==> run_1/m2.png <==
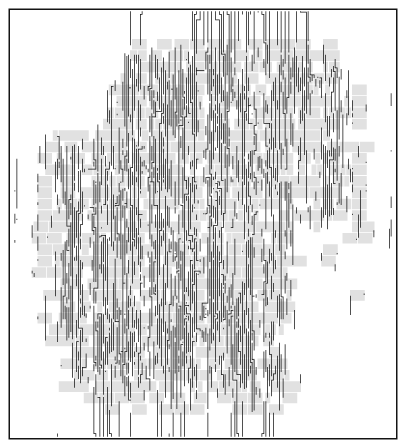
==> run_1/gates.png <==
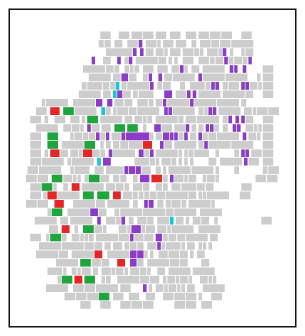
==> run_1/ff_map.png <==
Other sequential cells in the stronger gray, the rest of the logic in the fainter gray.
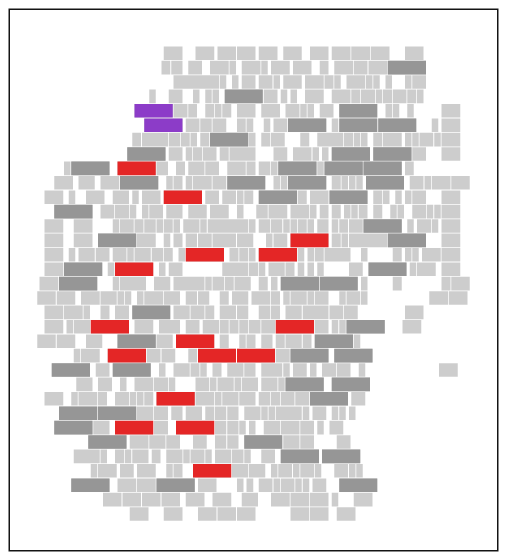
==> run_1/m3.png <==
Bar = 20 um.
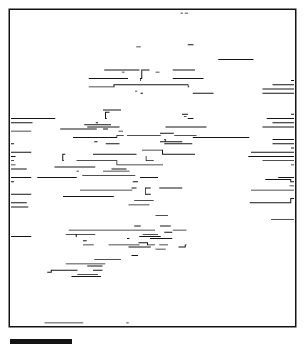
File: src/rtl/fetch_stage.sv
// Fetch stage: owns the PC, issues reads to a stallable instruction memory and
// drives the F/D latch. Optional WAIT-cycle counter under `FETCH_PERF_CNT_EN.
module fetch_stage #(
    parameter logic [15:0] RESET_PC    = 16'h0000,
    parameter logic [15:0] NOP_INSTR   = 16'h0800,
    parameter logic [4:0]  HALT_OPCODE = 5'b00000
) (
    input  logic        clk,
    input  logic        rst,
    input  logic        stallF,
    input  logic        redirectEn,
    input  logic [15:0] redirectPC,
    input  logic [15:0] memInstr,
    input  logic        memDone,
    input  logic        memErr,
    output logic        memRd,
    output logic [15:0] memAddr,
    output logic [15:0] instructionF,
    output logic [15:0] incPCF,
    output logic        instrValidF,
    output logic        errF
`ifdef FETCH_PERF_CNT_EN
    ,
    output logic [15:0] memWaitCnt
`endif
);

    typedef enum logic [1:0] {REQ, WAIT, HOLD, HALTED} state_t;

    state_t      state, state_n;
    logic [15:0] pc, pc_n;
    logic        pend, pend_n;
    logic [15:0] tgt, tgt_n;
    logic        cap;
    logic [15:0] hbuf_instr;
    logic [15:0] hbuf_inc;
    logic        hbuf_err;

    always_ff @(posedge clk) begin
        if (rst) begin
            state      <= REQ;
            pc         <= RESET_PC;
            pend       <= 1'b0;
            tgt        <= '0;
            hbuf_instr <= NOP_INSTR;
            hbuf_inc   <= '0;
            hbuf_err   <= 1'b0;
        end else begin
            state <= state_n;
            pc    <= pc_n;
            pend  <= pend_n;
            tgt   <= tgt_n;
            if (cap) begin
                hbuf_instr <= memInstr;
                hbuf_inc   <= pc + 16'd2;
                hbuf_err   <= memErr | pc[0];
            end
        end
    end

    always_comb begin
        state_n      = state;
        pc_n         = pc;
        pend_n       = pend;
        tgt_n        = tgt;
        cap          = 1'b0;
        memRd        = 1'b0;
        memAddr      = pc;
        instructionF = NOP_INSTR;
        incPCF       = pc + 16'd2;
        instrValidF  = 1'b0;
        errF         = 1'b0;

        if (rst) begin
            incPCF = RESET_PC + 16'd2;
        end else begin
            case (state)
                REQ, WAIT: begin
                    memRd = 1'b1;
                    if (pend) begin
                        // In-flight access belongs to the old path: drop its data.
                        if (redirectEn)
                            tgt_n = redirectPC;
                        if (memDone) begin
                            pc_n    = redirectEn ? redirectPC : tgt;
                            pend_n  = 1'b0;
                            state_n = REQ;
                        end
                    end else if (redirectEn) begin
                        if (state == REQ || memDone) begin
                            pc_n    = redirectPC;
                            state_n = REQ;
                        end else begin
                            pend_n = 1'b1;
                            tgt_n  = redirectPC;
                        end
                    end else if (memDone) begin
                        instructionF = memInstr;
                        instrValidF  = 1'b1;
                        errF         = memErr | pc[0];
                        if (stallF) begin
                            cap     = 1'b1;
                            state_n = HOLD;
                        end else begin
                            pc_n    = pc + 16'd2;
                            state_n = (memInstr[15:11] == HALT_OPCODE) ? HALTED : REQ;
                        end
                    end else begin
                        state_n = WAIT;
                    end
                end

                HOLD: begin
                    if (redirectEn) begin
                        pc_n    = redirectPC;
                        state_n = REQ;
                    end else begin
                        instructionF = hbuf_instr;
                        incPCF       = hbuf_inc;
                        errF         = hbuf_err;
                        instrValidF  = 1'b1;
                        if (!stallF) begin
                            pc_n    = pc + 16'd2;
                            state_n = (hbuf_instr[15:11] == HALT_OPCODE) ? HALTED : REQ;
                        end
                    end
                end

                HALTED: begin
                    if (redirectEn) begin
                        pc_n    = redirectPC;
                        state_n = REQ;
                    end
                end

                default: state_n = REQ;
            endcase
        end
    end

`ifdef FETCH_PERF_CNT_EN
    always_ff @(posedge clk) begin
        if (rst)
            memWaitCnt <= '0;
        else if (state == WAIT && memWaitCnt != 16'hFFFF)
            memWaitCnt <= memWaitCnt + 16'd1;
    end
`endif

endmodule

File: config.mk
export PLATFORM = sky130hd
export DESIGN_NAME = fetch_stage
export DESIGN_NICKNAME = d
export VERILOG_FILES = /design/src/rtl/fetch_stage.sv
export SDC_FILE = /design/constraint.sdc
export NUM_CORES = 1
export LEC_CHECK = 0
export ABC_CLOCK_PERIOD_IN_PS = 4000
export CORE_AREA = 5 5 87 97
export DETAILED_ROUTE_END_ITERATION = 7
export DIE_AREA = 0 0 92 102
export PLACE_DENSITY = 0.93
export SLEW_MARGIN = 0
export SYNTH_ARGS = -nofsm -noshare
export SYNTH_HDL_FRONTEND = slang
export SYNTH_SLANG_ARGS = --single-unit
File: constraint.sdc
create_clock -name clk -period 4 [get_ports clk]
set_input_delay 0.6 -clock clk [delete_from_list [all_inputs] [get_ports clk]]
set_output_delay 0.6 -clock clk [all_outputs]
set_load 0.01 [all_outputs]
==> flow_summary.yaml, run 1 <==
# flow metrics
route:
  drt_iter0_drc: 428
  route.detailed.drc: 0
  antenna_left: 0
  wire_per_inst_um: 16.7
sta:
  fmax_mhz: 290
  hold_viol_final: 0
  finClkSkew_ns: 0.00885
  setup_slack_ns: 0.546
  slew_headroom: 0.309
  hold_ws_ns: 0.460
clock_tree:
  cts_resized: 0
  worstSkewPairLatency_ns: 0.36
  cts_hold_buf: 0
  cts_sinks: 68
  post_cts_buffers: 0
  htreeDepth: 3
  cts.clk_slew.worst_paths_ns: 0.07
  cts_tree: "built"
logic_synthesis:
  ys_seq_share: 0.353
  synthMuxAreaShare: 0.0497
  edf_count: 0
  yosysUniqueCellTypes: 50
  ys.warnings.count: 0
  ff_type: "dfxtp_1"
  yosys_cells: 505
  synth_area_leader_cell: "dfxtp_1"
  synthCells: 505
  async_reset_ff_frac: 0
  numSynthFlops: 68
  ys_sh_aoi: 0.249
  xor_share: 0.0477
  synth.avg_cell_area_um2: 7.63
final_layout:
  drive_above_1_share: 0.0633
  area_growth_pct: 26.8
  n_fill_cell: 580
  fin_util: 0.665
  nets: 604
run:
  warnings: 26
die:
  die_w_um: 92
  die_y_um: 102
  rows: 33
  num_io_pins: 89
power_and_ir_drop:
  ir_drop_v: 0.000293
  p_leak_nw: 1.79
setup_path:
  path_cells: "ha_1 > nand3_1 > or2_2 > nor2_1 > xnor2_1 > a211oi_1 > clkdlybuf4s50_1"
  required_ns: 3.40
  r2r_end: "memAddr[14]"
  r2r_start: "state[1]"
  timing.critical_path.slowest_stage_cell: "clkdlybuf4s50_1"
  critPathMaxStageDelay_ns: 0.57
grt:
  grt_pass1_wl_mm: 17.7
  track_usage: 0.234
  grt_max_degree: 52
min_path:
  min_to: "hbuf_instr[0]"
  hp-class: "reg -> reg"
  hold_depth: 2
  hold_start: "hbuf_instr[0]"
status:
  status: "completed"
place:
  post-dp-hpwl_mm: 7.65
  gp_congestion: 0.869
## Picture notes: m2.png
longest straight run: 45.9 um
wire length on this layer: 5370 um
routing usage on met2: 0.388
DRT Wirelength: 10.9 mm

## Picture notes: gates.png
legend:
  mux cells:
    color: green
    cells: 19
  nand cells:
    color: purple
    cells: 81
  non-inverting ao/oa cells:
    color: red
    cells: 13
  inv cells:
    color: cyan
    cells: 5
multi-input gate share of the layout cell area: 0.469
Non-Filler Instances: 656

## Picture notes: ff_map.png
legend:
  state:
    color: purple
    sequential_cells: 2
  memAddr:
    color: red
    sequential_cells: 16
not colored: 50

## Picture notes: m3.png
share of all routed wire: 7.6%
longest straight run: 27.6 um
wire length on this layer: 829 um
nets with wire on the layer: 91
main direction: horizontal
met3 Use GR: 0.0633
via count: 4030

==> run 1: cell type report <==
class | count | area share
timing repair buffer | 96 | 0.194
inverter | 5 | 0.00384
multi-input combinational | 385 | 0.469
clock buffer | 10 | 0.0261
tap | 87 | 0.0223
clock inverter | 5 | 0.00615
sequential | 68 | 0.279
==> run 1: power groups by stage <==
| stage | sequential [mW] | clock, mW | combinational, mW |
|---|---|---|---|
| floorplan | 0.763 | 0 | 0.213 |
| global placement | 0.782 | 0 | 0.349 |
| detailed placement | 0.785 | 0 | 0.358 |
| CTS | 0.770 | 0.480 | 0.361 |
| global route | 0.779 | 0.512 | 0.393 |
| finish | 0.773 | 0.478 | 0.363 |
==> run 1: layer usage <==
metal,wire [um],global-route usage
met5,0,0
met4,313,0.107
met3,829,0.0633
met2,5370,0.388
met1,4430,0.284
==> run_1/congestion_map.png <==
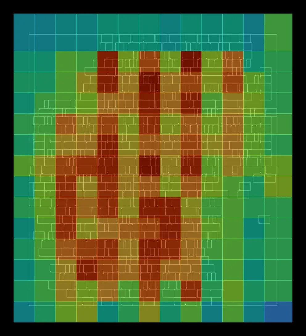

==> run 2: changes to the inputs <==
==> constraint.sdc (replaced) <==
create_clock -name clk -period 4 [get_ports clk]
set_input_delay 0.8 -clock clk [delete_from_list [all_inputs] [get_ports clk]]
set_output_delay 0.8 -clock clk [all_outputs]
set_load 0.01 [all_outputs]
==> run_2/congestion_map.png <==
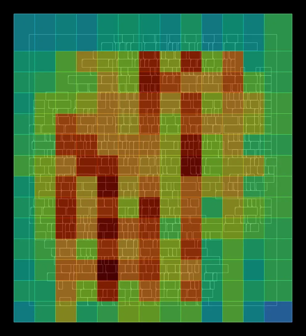
Top Usage Layer GRT: met2
Util after Layout: 0.674
GRT Util Overall: 0.231
met3 Use GR: 0.0353

==> run 2 against run 1 <==
Effect of this change: sequential power decreased by 0.6%; via count increased by 1.7%; sequential share of layout area decreased by 0.41 points; critical path depth increased by 1; critical endpoint unchanged.
==> flow_summary.yaml, run 2 <==
# flow metrics
final_layout:
  nets: 609
  numSequentialCells: 68
  sh_seq_area: 0.275
  clock_area_frac: 0.0389
  n_fill_cell: 585
  nClkBuffers: 10
  nNonClkInverters: 5
  area_growth_pct: 28.7
  comb_cells: 385
  buffer_area_frac: 0.199
  instances_no_fill: 662
  nNonClkBuffers: 101
  top_area_cell_class: "logic gates"
  comb_share: 0.462
  drive_above_1_share: 0.0730
clock_tree:
  htreeDepth: 3
  cts_resized: 0
  post_cts_buffers: 0
  cts_tree: "built"
  cts_hold_buf: 0
  cts_sinks: 68
route:
  wl_met3_um: 761
  wl_met1_mm: 4.55
  highest_layer: "met4"
  drt-total-wl_mm: 11.0
  antenna_left: 0
  route.detailed.drc: 0
  drt_iter0_drc: 446
  dr_wl_met2_mm: 5.36
  wire_per_inst_um: 16.7
  num_vias: 4099
logic_synthesis:
  async_reset_ff_frac: 0
  ff_type: "dfxtp_1"
  yosysUniqueCellTypes: 50
  yosys_cells: 505
  synthCells: 505
  edf_count: 0
  synth_area_leader_cell: "dfxtp_1"
  ys.warnings.count: 0
  numSynthFlops: 68
  synth_nets: 544
  ys_seq_share: 0.353
min_path:
  hp-class: "reg -> reg"
  hold_start: "hbuf_instr[2]"
setup_path:
  critPathMaxStageDelay_ns: 0.58
  r2r_start: "state[1]"
  path_cells: "ha_1 > nand3_1 > buf_4 > or2_2 > nor2_1 > xnor2_1 > a211oi_1 > clkdlybuf4s50_1"
  crit_path_end_kind: "output port"
  start_kind: "flip-flop"
  timing.critical_path.slowest_stage_cell: "clkdlybuf4s50_1"
  worstSetupPathType: "reg -> out"
die:
  rows: 33
  num_io_pins: 89
  die_y_um: 102
  die_w_um: 92
  taps: 87
sta:
  fmax_mhz: 276
  hold_viol_final: 0
  finClkSkew_ns: 0.0142
  hold_ws_ns: 0.459
power_and_ir_drop:
  ir_drop_v: 0.000298
  p_leak_nw: 1.83
  switching_share: 0.300
  p_seq_uw: 768
  p_clk_uw: 558
  p_comb_uw: 371
  power_leader: "registers"
grt:
  grtUsageMet1: 0.292
  grt_pass1_wl_mm: 17.7
  grtUsageMet2: 0.388
place:
  gp_congestion: 0.888
status:
  status: "completed"
run:
  warnings: 26
run 2: cell types whose count changed in the layout (fill, tap and decap cells not counted):
cell / previous run / this run
buf_4: 7 / 12
clkinv_2: 3 / 2
bufinv_16: 0 / 1
clkinv_4: 0 / 2
clkinvlp_4: 2 / 1
run 2: logic make-up after synthesis:
kind of cell,count (synthesis),synth area share
buf+inv,52,0.0536
simple gates,203,0.243
xor+xnor,21,0.0477
compound gates,141,0.249
mux,19,0.0497
fa+ha+maj,1,0.00325
flops,68,0.353
run 2: worst paths after layout:
kind / end / depth (start not counted)
worst max-delay path: incPCF[13] / 8
worst min-delay path: hbuf_instr[2] / 2
worst max register to register: memAddr[13] / 4
worst min register to register: hbuf_instr[2] / 2
No activity file was given, so power comes from the tool's default toggle rates.
